`src/rtl/mdu_seq_pkg.sv`:
```
// Shared definitions for the iterative multiply/divide unit: operation codes,
// FSM state encoding and small operation-decoding helpers.
package mdu_seq_pkg;

  localparam int MDUOP_WIDTH = 2;
  localparam int MDUST_WIDTH = 2;

  typedef enum logic [MDUOP_WIDTH-1:0] {
    MDU_MULT  = 2'd0,
    MDU_MULTU = 2'd1,
    MDU_DIV   = 2'd2,
    MDU_DIVU  = 2'd3
  } mdu_op_e;

  typedef enum logic [MDUST_WIDTH-1:0] {
    ST_IDLE = 2'd0,
    ST_RUN  = 2'd1,
    ST_FIX  = 2'd2,
    ST_WB   = 2'd3
  } mdu_state_e;

  function automatic logic op_is_div(input mdu_op_e op);
    return (op == MDU_DIV) || (op == MDU_DIVU);
  endfunction

  function automatic logic op_is_signed(input mdu_op_e op);
    return (op == MDU_MULT) || (op == MDU_DIV);
  endfunction

endpackage

```
`src/rtl/mdu_seq_if.sv`:
```
// EX-stage request and HI/LO write-back bundle of the multiply/divide unit.
// The master is the pipeline side, the slave is the MDU itself.
interface mdu_seq_if
  import mdu_seq_pkg::*;
#(
  parameter int WIDTH = 32
) ();

  logic             start;
  mdu_op_e          op;
  logic [WIDTH-1:0] a;
  logic [WIDTH-1:0] b;
  logic             cancel;
  logic             busy;
  logic             done;
  logic             hi_wr;
  logic             lo_wr;
  logic [WIDTH-1:0] hi_wd;
  logic [WIDTH-1:0] lo_wd;

  modport master (
    output start, op, a, b, cancel,
    input  busy, done, hi_wr, lo_wr, hi_wd, lo_wd
  );

  modport slave (
    input  start, op, a, b, cancel,
    output busy, done, hi_wr, lo_wr, hi_wd, lo_wd
  );

endinterface

```
`src/rtl/mdu_seq_abs.sv`:
```
// Conditional two's-complement negate. Used both to take operand magnitudes
// and to restore the sign of products, quotients and remainders.
module mdu_abs #(
  parameter int WIDTH = 32
) (
  input  logic [WIDTH-1:0] din,
  input  logic             neg,
  output logic [WIDTH-1:0] dout
);

  assign dout = neg ? (~din + WIDTH'(1)) : din;

endmodule

```
`src/rtl/mdu_seq.sv`:
```
// Iterative radix-2 multiply / restoring divide unit. An operation runs for a
// fixed WIDTH+2 cycles (RUN iterations, one FIX cycle for sign correction and
// one WB cycle that pulses the HI/LO write enables), holding busy throughout.
module mdu_seq
  import mdu_seq_pkg::*;
#(
  parameter int WIDTH = 32
) (
  input  logic     clk,
  input  logic     rst_n,
  mdu_seq_if.slave bus
);

  localparam int CW = (WIDTH > 1) ? $clog2(WIDTH) : 1;
  localparam logic [CW-1:0] CNT_INIT = CW'(WIDTH - 1);

  mdu_state_e       state_q;
  mdu_state_e       state_d;
  mdu_op_e          op_q;
  logic [WIDTH-1:0] hi_q;
  logic [WIDTH-1:0] lo_q;
  logic [WIDTH-1:0] opnd_q;
  logic [WIDTH-1:0] a_raw_q;
  logic [CW-1:0]    cnt_q;
  logic             sign_a_q;
  logic             sign_b_q;
  logic             div_zero_q;

  logic             busy_q;
  logic             done_q;
  logic [WIDTH-1:0] hi_wd_q;
  logic [WIDTH-1:0] lo_wd_q;

  logic             launch;
  logic             neg_a_in;
  logic             neg_b_in;
  logic [WIDTH-1:0] abs_a;
  logic [WIDTH-1:0] abs_b;
  logic             is_div_q;

  logic [WIDTH:0]   mul_sum;
  logic [WIDTH:0]   rem_shift;
  logic [WIDTH:0]   div_trial;

  logic             neg_prod_en;
  logic             neg_quo_en;
  logic             neg_rem_en;
  logic [2*WIDTH-1:0] prod_fix;
  logic [WIDTH-1:0] quo_fix;
  logic [WIDTH-1:0] rem_fix;
  logic [WIDTH-1:0] res_hi;
  logic [WIDTH-1:0] res_lo;

  assign launch   = (state_q == ST_IDLE) && bus.start && !bus.cancel;
  assign neg_a_in = op_is_signed(bus.op) && bus.a[WIDTH-1];
  assign neg_b_in = op_is_signed(bus.op) && bus.b[WIDTH-1];
  assign is_div_q = op_is_div(op_q);

  mdu_abs #(.WIDTH(WIDTH)) u_abs_a (.din(bus.a), .neg(neg_a_in), .dout(abs_a));
  mdu_abs #(.WIDTH(WIDTH)) u_abs_b (.din(bus.b), .neg(neg_b_in), .dout(abs_b));

  assign mul_sum   = {1'b0, hi_q} + (lo_q[0] ? {1'b0, opnd_q} : '0);
  assign rem_shift = {hi_q, lo_q[WIDTH-1]};
  assign div_trial = rem_shift - {1'b0, opnd_q};

  assign neg_prod_en = (op_q == MDU_MULT) && (sign_a_q ^ sign_b_q);
  assign neg_quo_en  = (op_q == MDU_DIV) && (sign_a_q ^ sign_b_q);
  assign neg_rem_en  = (op_q == MDU_DIV) && sign_a_q;

  mdu_abs #(.WIDTH(2*WIDTH)) u_neg_prod (.din({hi_q, lo_q}), .neg(neg_prod_en), .dout(prod_fix));
  mdu_abs #(.WIDTH(WIDTH))   u_neg_quo  (.din(lo_q), .neg(neg_quo_en), .dout(quo_fix));
  mdu_abs #(.WIDTH(WIDTH))   u_neg_rem  (.din(hi_q), .neg(neg_rem_en), .dout(rem_fix));

  // Pick the signed-corrected result, overriding it for divide by zero
  always_comb begin
    res_hi = prod_fix[2*WIDTH-1:WIDTH];
    res_lo = prod_fix[WIDTH-1:0];
    if (is_div_q) begin
      if (div_zero_q) begin
        res_hi = a_raw_q;
        res_lo = '1;
      end else begin
        res_hi = rem_fix;
        res_lo = quo_fix;
      end
    end
  end

  // State register
  always_ff @(posedge clk or negedge rst_n) begin
    if (!rst_n) begin
      state_q <= ST_IDLE;
    end else begin
      state_q <= state_d;
    end
  end

  // Next-state logic: cancel aborts anything not yet committed to write-back
  always_comb begin
    state_d = state_q;
    unique case (state_q)
      ST_IDLE: if (launch) state_d = ST_RUN;
      ST_RUN: begin
        if (bus.cancel) begin
          state_d = ST_IDLE;
        end else if (cnt_q == '0) begin
          state_d = ST_FIX;
        end
      end
      ST_FIX:  state_d = bus.cancel ? ST_IDLE : ST_WB;
      ST_WB:   state_d = ST_IDLE;
      default: state_d = ST_IDLE;
    endcase
  end

  // Operand capture on launch, then one shift-add or restoring step per RUN cycle
  always_ff @(posedge clk or negedge rst_n) begin
    if (!rst_n) begin
      op_q       <= MDU_MULT;
      hi_q       <= '0;
      lo_q       <= '0;
      opnd_q     <= '0;
      a_raw_q    <= '0;
      cnt_q      <= '0;
      sign_a_q   <= 1'b0;
      sign_b_q   <= 1'b0;
      div_zero_q <= 1'b0;
    end else if (launch) begin
      op_q       <= bus.op;
      a_raw_q    <= bus.a;
      sign_a_q   <= neg_a_in;
      sign_b_q   <= neg_b_in;
      div_zero_q <= (bus.b == '0);
      cnt_q      <= CNT_INIT;
      hi_q       <= '0;
      if (op_is_div(bus.op)) begin
        lo_q   <= abs_a;
        opnd_q <= abs_b;
      end else begin
        lo_q   <= abs_b;
        opnd_q <= abs_a;
      end
    end else if (state_q == ST_RUN) begin
      if (cnt_q != '0) begin
        cnt_q <= cnt_q - CW'(1);
      end
      if (is_div_q) begin
        hi_q <= div_trial[WIDTH] ? rem_shift[WIDTH-1:0] : div_trial[WIDTH-1:0];
        lo_q <= {lo_q[WIDTH-2:0], ~div_trial[WIDTH]};
      end else begin
        hi_q <= mul_sum[WIDTH:1];
        lo_q <= {mul_sum[0], lo_q[WIDTH-1:1]};
      end
    end
  end

  // Registered outputs: busy tracks the next state, write data latched on FIX->WB
  always_ff @(posedge clk or negedge rst_n) begin
    if (!rst_n) begin
      busy_q  <= 1'b0;
      done_q  <= 1'b0;
      hi_wd_q <= '0;
      lo_wd_q <= '0;
    end else begin
      busy_q <= (state_d != ST_IDLE);
      done_q <= (state_d == ST_WB);
      if ((state_q == ST_FIX) && (state_d == ST_WB)) begin
        hi_wd_q <= res_hi;
        lo_wd_q <= res_lo;
      end
    end
  end

  assign bus.busy  = busy_q;
  assign bus.done  = done_q;
  assign bus.hi_wr = done_q;
  assign bus.lo_wr = done_q;
  assign bus.hi_wd = hi_wd_q;
  assign bus.lo_wd = lo_wd_q;

endmodule

```
`src/flat_wrapper.sv`:
```
// flat-port wrapper written by rule: the top's interface ports become plain ports
module mdu_seq_flat import mdu_seq_pkg::*;
#(
  parameter int WIDTH = 32
)
  (clk, rst_n, bus_start, bus_op, bus_a, bus_b, bus_cancel, bus_busy, bus_done, bus_hi_wr, bus_lo_wr, bus_hi_wd, bus_lo_wd);
  mdu_seq_if #(.WIDTH(WIDTH)) bus_i ();
  input  logic clk;
  input  logic rst_n;
  input wire logic [$bits(bus_i.start)-1:0] bus_start;
  input wire logic [$bits(bus_i.op)-1:0] bus_op;
  input wire logic [$bits(bus_i.a)-1:0] bus_a;
  input wire logic [$bits(bus_i.b)-1:0] bus_b;
  input wire logic [$bits(bus_i.cancel)-1:0] bus_cancel;
  output wire logic [$bits(bus_i.busy)-1:0] bus_busy;
  output wire logic [$bits(bus_i.done)-1:0] bus_done;
  output wire logic [$bits(bus_i.hi_wr)-1:0] bus_hi_wr;
  output wire logic [$bits(bus_i.lo_wr)-1:0] bus_lo_wr;
  output wire logic [$bits(bus_i.hi_wd)-1:0] bus_hi_wd;
  output wire logic [$bits(bus_i.lo_wd)-1:0] bus_lo_wd;
  assign bus_i.start = bus_start;
  assign bus_i.op = bus_op;
  assign bus_i.a = bus_a;
  assign bus_i.b = bus_b;
  assign bus_i.cancel = bus_cancel;
  assign bus_busy = bus_i.busy;
  assign bus_done = bus_i.done;
  assign bus_hi_wr = bus_i.hi_wr;
  assign bus_lo_wr = bus_i.lo_wr;
  assign bus_hi_wd = bus_i.hi_wd;
  assign bus_lo_wd = bus_i.lo_wd;
  mdu_seq #(.WIDTH(WIDTH)) u_core (.clk(clk), .rst_n(rst_n), .bus(bus_i));
endmodule
```
`config.mk`:
```
export PLATFORM = sky130hd
export DESIGN_NAME = mdu_seq_flat
export DESIGN_NICKNAME = d
export VERILOG_FILES = /design/src/rtl/mdu_seq_pkg.sv /design/src/rtl/mdu_seq_if.sv /design/src/rtl/mdu_seq_abs.sv /design/src/rtl/mdu_seq.sv /design/src/flat_wrapper.sv
export SDC_FILE = /design/constraint.sdc
export NUM_CORES = 1
export LEC_CHECK = 0
export ABC_AREA = 1
export CAP_MARGIN = 20
export CORE_ASPECT_RATIO = 0.75
export CORE_UTILIZATION = 40
export CTS_CLUSTER_DIAMETER = 40
export DETAILED_ROUTE_END_ITERATION = 7
export SYNTH_ARGS = -nofsm -noshare
export SYNTH_HDL_FRONTEND = slang
export SYNTH_SLANG_ARGS = --single-unit
```
`constraint.sdc`:
```
create_clock -name clk -period 3.4 [get_ports clk]
set_input_delay 0.85 -clock clk [delete_from_list [all_inputs] [get_ports clk]]
set_output_delay 0.85 -clock clk [all_outputs]
set_load 0.02 [all_outputs]
```
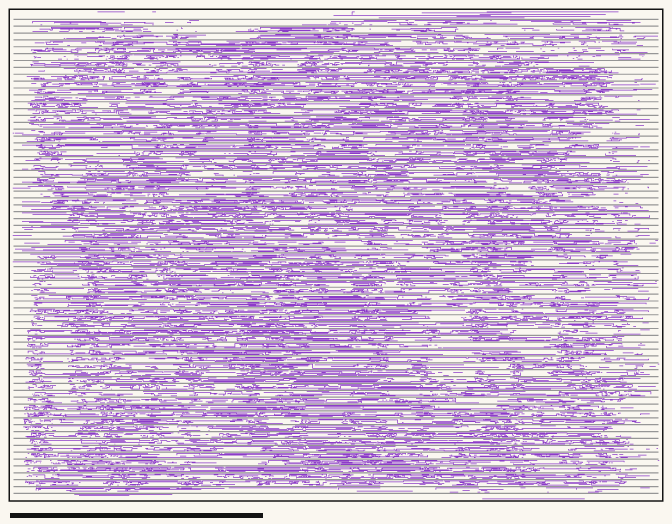
run_1/m1.png
Scale bar: 100 µm. Supply wires on this layer in grey.
main direction	horizontal
wire length on this layer	44.9 mm
share of all routed wire	45%
nets with wire on the layer	3397

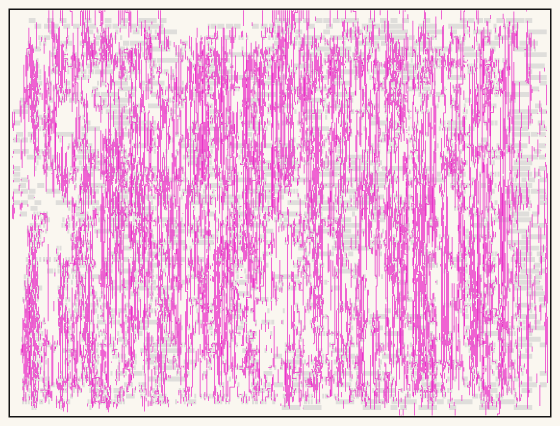
run_1/m2.png
Cells faint in the background.
share of all routed wire	38%
longest straight run	99.6 µm
nets with wire on the layer	2867

==> qor.csv, run 1 <==
stage,metric,value,unit
logic_synthesis,Syn. warnings,0,
setup_path,crit-path max FO,26,
finish,clock buf count,50,
cts,Post-CTS Setup Bufs,0,
logic_synthesis,yosys aoi share,15.7,%
cts,CTS HTree Levels,2,
pwr,comb pwr,11.7,mW
cts,hold_buf cts,0,
setup_path,crit-path cells,inv_1 -> ha_1 -> nand2_1 -> nand2_1 -> nand2_1 -> nand2_1 -> inv_1 -> nand2_1 -> a21oi_1 -> nand3_1 -> nand2_4 -> nand2_1 -> nand2_1 -> nand2_1 -> nand3_1 -> nand2_1,
placement,placed inst area,22200,µm²
global_route,first-pass GRT wire length,145000,µm
logic_synthesis,"count leader, synth",nand2_1,
status,status,finished clean,
logic_synthesis,Synth top area share,26.2,%
pwr,Pleak,11.7,nW
routing,post-DR vias/cell,5.72,
setup_path,R2R Setup Slk,0.27,ns
floorplanning,height of the die,194,µm
logic_synthesis,Synth Seq Share,26.2,%
cts,clock sinks,206,
pwr,top power group,combinational cells,
logic_synthesis,syn nets,3407,
setup_path,reg-to-reg startpoint,u_core.opnd_q[21],
logic_synthesis,Yosys cell types,58,
logic_synthesis,post-synthesis cell count,3266,
cts,total CTS buffers,39,
global_route,global route total overflow,0,
min_path,Hold Crit Class,input port to asynchronous set/reset pin,
global_route,initial antenna violation count,4,
pwr,Int Power,9.60,mW
pwr,Max IR drop VDD,0.000484,V
floorplanning,FP Core Util,41.1,%
logic_synthesis,"top cells, area","dfrtp_1, nand2_1, inv_1",
floorplanning,Taps Inserted,639,
finish,inverters,470,
setup_path,crit path buf inv count,2,
pwr,Seq pwr share,19.3,%
placement,PortBufs,137,
finish,share of cells above drive strength 1,7.12,%
setup_path,critical path class,flip-flop to flip-flop,
floorplanning,Die W,258,µm
finish,Antenna diodes,3,
finish,Top cell excl fill/tap,nand2_1,
finish,sequential cell area share,21.7,%
logic_synthesis,Yosys top cell by area,dfrtp_1,
timing,"Hold Violations, Final",0,
finish,most frequent cells in the layout,"nand2_1, inv_1, nor2_1",
finish,Non-clock buffers,247,
logic_synthesis,"Top FF cell, synth",dfrtp_1,
setup_path,crit-path max cell delay,0.44,ns
setup_path,CP Launch Type,flip-flop,
timing,RSZ-0062 raised after global routing,false,
finish,final-layout non-clock buffer area share,9.66,%
placement,Final HPWL DP,81500,µm
setup_path,Crit Reg-Reg Endpoint,u_core.hi_q[30],
pwr,switching part of the total,52.0,%
pwr,Sw Pwr,10.4,mW
finish,Final Instance Area,23700,µm²
setup_path,Worst Setup SP,u_core.opnd_q[21],
cts,CTS tree,built,
timing,relative slew slack,41.4,%
timing,slew of the pin with the lowest slew margin,0.870,ns
setup_path,Worst path top cell family by delay,simple AND/OR/NAND/NOR gates,
cts,clock-pin slew on the worst setup and hold paths,0.06,ns
logic_synthesis,Adders+Majority by Area,4.59,%
timing,minimum clock period after layout,3.13,ns
routing,Routed wire per std cell,24.3,µm
logic_synthesis,Synth logic family,simple AND/OR/NAND/NOR gates,
timing,max-slew violations,0,
logic_synthesis,Syn Area/Cell,6.02,µm²
global_route,largest net degree at the start of global routing,62,
routing,initial detailed-routing violation count,3231,
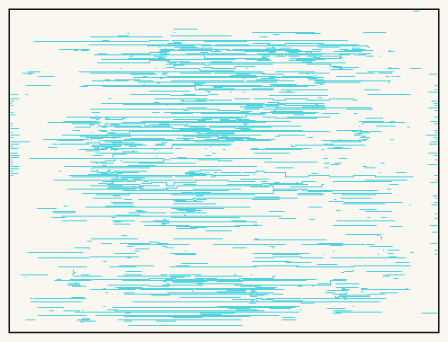
run_1/m3.png
nets with wire on the layer	543
wire length on this layer	14100 µm
via count: 23500
final WL: 100000 µm
GRT met3 Usage: 14.9%

[run 1: stage by stage]
stage          total power, mW  cells  hold slack, ns  utilization [%]  setup slack (ns)
2_1_floorplan             10.6   3266           0.437                -             0.826
3_3_place_gp              14.9   4035           0.463             46.4             0.191
3_5_place_dp              15.0   4035           0.468             46.4             0.170
4_1_cts                   19.5   4106           0.205             49.5             0.404
5_1_grt                   21.1   4106           0.216             49.5             0.109
6_report                  20.0   4109           0.196             49.5             0.270
[run 1: per-layer routing]
layer  share of wire [%]  vias to the layer above  track usage (%)
met4                 3.4                        4             12.2
met5               0.078                        -            0.958
met1                  45                    11000             57.9
li1                    -                    10800                -
met2                  38                     1456             51.8
met3                  14                      184             14.9
--- run 2 (diff from run 1) ---
--- a/config.mk
+++ b/config.mk
@@ -8,2 +8,3 @@
 export ABC_AREA = 1
+export ABC_CLOCK_PERIOD_IN_PS = 3400
 export CAP_MARGIN = 20
@@ -13,2 +14,3 @@
 export DETAILED_ROUTE_END_ITERATION = 7
+export REMOVE_ABC_BUFFERS = 1
 export SYNTH_ARGS = -nofsm -noshare
--- a/constraint.sdc
+++ b/constraint.sdc
@@ -3,2 +3,2 @@
 set_output_delay 0.85 -clock clk [all_outputs]
-set_load 0.02 [all_outputs]
+set_load 0.005 [all_outputs]
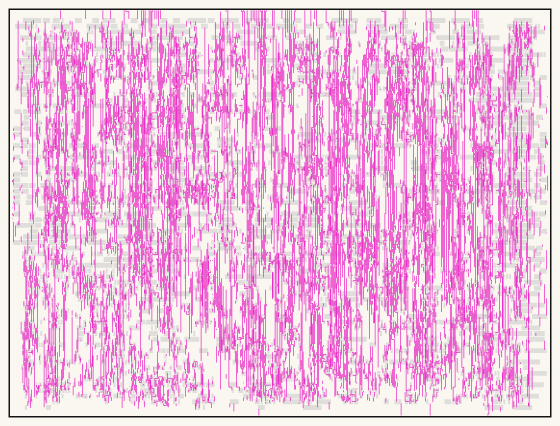
run_2/m2.png
Cells faint in the background.
nets with wire on the layer	2918
longest straight run	90.1 µm
share of all routed wire	37%
main direction	vertical
wire length on this layer	37.2 mm
final WL: 101000 µm
GR Layer Usage met2: 50.4%
via count: 24000

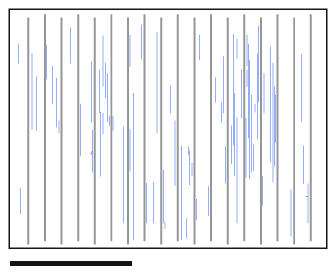
run_2/m4.png
Scale bar: 100 µm. Supply wires on this layer in grey.
longest straight run	120 µm
nets with wire on the layer	55

==> qor.csv, run 2 <==
stage,metric,value,unit,change
timing,maximum clock rate,320,MHz,was 319 MHz
cts,clk ins delay skew pair,0.58,ns,was 0.57 ns
setup_path,worst path required time,3.85,ns,about the same
setup_path,critical path class,flip-flop to flip-flop,,unchanged
logic_synthesis,Multiplexer share,0,%,unchanged
cts,total CTS buffers,43,,was 39
floorplanning,height of the die,194,µm,unchanged
logic_synthesis,simple-gate area share of the yosys netlist,37.4,%,unchanged
job,# Max-Cap Violations,0,,unchanged
setup_path,slowest CP cell,o21ai_0,,was a21oi_1
floorplanning,core area,47900,µm²,unchanged
global_route,most used routing layer,met1,,unchanged
cts,hold_buf cts,0,,unchanged
finish,Post-layout nets,3619,,was 3578
routing,drt first pass iters,8,,was 6
pwr,pwr dens,842,nW/µm²,was 844 nW/µm²
pwr,Int Power,9.53,mW,was 9.60 mW
placement,pre-CTS setup slack,0.182,ns,was 0.170 ns
floorplanning,IO Pins,138,,unchanged
logic_synthesis,Post-synth EDFFs,0,,unchanged
timing,max-slew violations,0,,unchanged
cts,post-CTS resize count,0,,unchanged
logic_synthesis,Synth top cells by count,"nand2_1, inv_1, nor2_1",,unchanged
pwr,Seq group,3.83,mW,was 3.87 mW
global_route,largest net degree at the start of global routing,85,,was 62
setup_path,Crit Reg-Reg Endpoint,u_core.hi_q[20],,was u_core.hi_q[30]
cts,CTS max path bufs,3,,unchanged
logic_synthesis,yosys aoi share,15.7,%,unchanged
timing,slew of the pin with the lowest slew margin,0.781,ns,was 0.870 ns
setup_path,Crit path top cell by count,nand2_1,,unchanged
timing,final setup margin,0.273,ns,was 0.270 ns
setup_path,reg-to-reg startpoint,u_core.lo_q[0],,was u_core.opnd_q[21]
cts,CTS tree,built,,unchanged
placement,PortBufs,137,,unchanged
logic_synthesis,# Cells Yosys,3266,,unchanged
logic_synthesis,Yosys top cell by area,dfrtp_1,,unchanged
setup_path,Worst Setup SP,u_core.lo_q[0],,was u_core.opnd_q[21]
logic_synthesis,"FFs w/ async S/R, synth",100,%,unchanged
pwr,Sw Pwr,10.7,mW,was 10.4 mW
min_path,Hold Crit Class,input port to asynchronous set/reset pin,,unchanged
logic_synthesis,Adders+Majority by Area,4.59,%,unchanged
global_route,GRT met3 Usage,15.3,%,was 14.9%
logic_synthesis,"top cells, area","dfrtp_1, nand2_1, inv_1",,unchanged
timing,"Hold Violations, Final",0,,unchanged
global_route,vias in the first global route,21600,,was 21700
pwr,Clk pwr share,21.8,%,was 22.2%
floorplanning,Die W,258,µm,unchanged
placement,Placer Congestion,1.05,,was 1.03
finish,share of cells above drive strength 1,8.40,%,was 7.12%
routing,initial detailed-routing violation count,3441,,was 3231
finish,most frequent cells in the layout,"nand2_1, inv_1, nor2_1",,unchanged
placement,placed inst area,22600,µm²,was 22200 µm²
pwr,Seq pwr share,18.9,%,was 19.3%
pwr,switching part of the total,53.0,%,was 52.0%
logic_synthesis,Synth Seq Share,26.2,%,unchanged
job,Log Warnings,25,,was 26
pwr,Power Total,20.3,mW,was 20.0 mW
finish,Top cell excl fill/tap,nand2_1,,unchanged
pwr,combinational power share,59.4,%,was 58.5%
routing,Routed wire per std cell,24.3,µm,about the same
timing,Min Hold Slack,0.280,ns,was 0.196 ns
cts,CTS HTree Levels,2,,unchanged
pwr,Pleak,12.0,nW,was 11.7 nW
global_route,global route total overflow,0,,unchanged
setup_path,CP Launch Type,flip-flop,,unchanged
timing,final worst path period share,92.0,%,was 92.1%
logic_synthesis,Yosys cell types,58,,unchanged
cts,Post-CTS Setup Bufs,0,,unchanged
logic_synthesis,yosys xor share,4.32,%,unchanged
routing,"antenna viol nets, final",0,,unchanged
finish,Final Instance Area,24100,µm²,was 23700 µm²
cts,CTS Root Cell,clkbuf_16,,unchanged
logic_synthesis,post-synthesis cell count,3266,,unchanged
finish,"Area growth, synth to finish",22.3,%,was 20.5%
placement,Final HPWL DP,81500,µm,about the same
setup_path,crit-path max FO,22,,was 26
timing,Clock Skew,0.0303,ns,was 0.0284 ns
logic_synthesis,Syn Area/Cell,6.02,µm²,unchanged
pwr,Max IR drop VDD,0.000510,V,was 0.000484 V
cts,clock-pin slew on the worst setup and hold paths,0.05,ns,was 0.06 ns
global_route,initial antenna violation count,1,,was 4
global_route,first-pass GRT wire length,146000,µm,was 145000 µm
global_route,GRT Total Usage,39.6,%,was 39.4%
logic_synthesis,Syn. warnings,0,,unchanged
logic_synthesis,"count leader, synth",nand2_1,,unchanged
global_route,met1 usage in global routing,60.0,%,was 57.9%
timing,minimum clock period after layout,3.13,ns,about the same
setup_path,crit-path cells,buf_12 -> nand2_1 -> inv_1 -> ha_1 -> inv_1 -> o21ai_0 -> inv_1 -> o21ai_0 -> nand2_1 -> nand2_1 -> nand2_1 -> nand3_1 -> nand3_1 -> nand3_1 -> nand2_1,,was inv_1 -> ha_1 -> nand2_1 -> nand2_1 -> nand2_1 -> nand2_1 -> inv_1 -> nand2_1 -> a21oi_1 -> nand3_1 -> nand2_4 -> nand2_1 -> nand2_1 -> nand2_1 -> nand3_1 -> nand2_1
routing,post-DR vias/cell,5.79,,was 5.72
logic_synthesis,Netlist Area Pre-Place,19700,µm²,unchanged
floorplanning,FP Core Util,41.1,%,unchanged
setup_path,crit-path max cell delay,0.44,ns,about the same
finish,Final Util,50.2,%,was 49.5%
logic_synthesis,"flops & latches, synth",206,,unchanged
setup_path,R2R cell count,15,,was 16
timing,Final Setup Violations,0,,unchanged
floorplanning,Chip Area,50100,µm²,unchanged
logic_synthesis,Synth top area share,26.2,%,unchanged
pwr,comb pwr,12.0,mW,was 11.7 mW
setup_path,Critical Path End Type,flip-flop,,unchanged
logic_synthesis,Synth logic family,simple AND/OR/NAND/NOR gates,,unchanged
cts,clock sinks,206,,unchanged
floorplanning,# rows,69,,unchanged
placement,dpl cells,4072,,was 4035
pwr,top power group,combinational cells,,unchanged
status,status,finished clean,,unchanged
finish,Antenna diodes,0,,was 3
setup_path,CP endpoint,u_core.hi_q[20],,was u_core.hi_q[30]
setup_path,worst path arrival time,3.58,ns,about the same
pwr,Clock net power,4.41,mW,was 4.44 mW
timing,RSZ-0062 raised after global routing,false,,unchanged
setup_path,R2R Setup Slk,0.27,ns,about the same
logic_synthesis,YS chip area,19700,µm²,unchanged
timing,Setup TNS Final,0,ns,unchanged
routing,# DRC,0,,unchanged
finish,"Cell Count, Final, Fillers Out",4150,,was 4109
timing,relative slew slack,47.7,%,was 41.4%
logic_synthesis,"Top FF cell, synth",dfrtp_1,,unchanged
run 2: cell counts after synthesis:
Identical to the previous run, type by type.
run 2: critical path: cells and delay by family (launching register included):
| kind | cells | cell delay (ns) |
|---|---|---|
| AND/OR/NAND/NOR | 8 | 0.93 |
| AND-OR/OR-AND | 2 | 0.76 |
| buffers and inverters | 4 | 0.51 |
| flip-flops | 1 | 0.43 |
| adder cells (fa/ha/maj) | 1 | 0.38 |
run 2: final cells by class:
type	instances	area (µm²)
clock inverters	32	362
clock buffers	46	1100
fillers	5033	23800
multi-input cells	2473	12200
flip-flops and latches	206	5160
inverters	470	1770
well taps	639	800
repair buffers	284	2660
run 2: layer usage:
metal | wire, µm | vias to the layer above
met5 | 20 | -
met4 | 2840 | 2
met3 | 15600 | 161
met2 | 37200 | 1578
met1 | 45300 | 11400
li1 | - | 10900
No activity file was given, so power comes from the tool's default toggle rates.
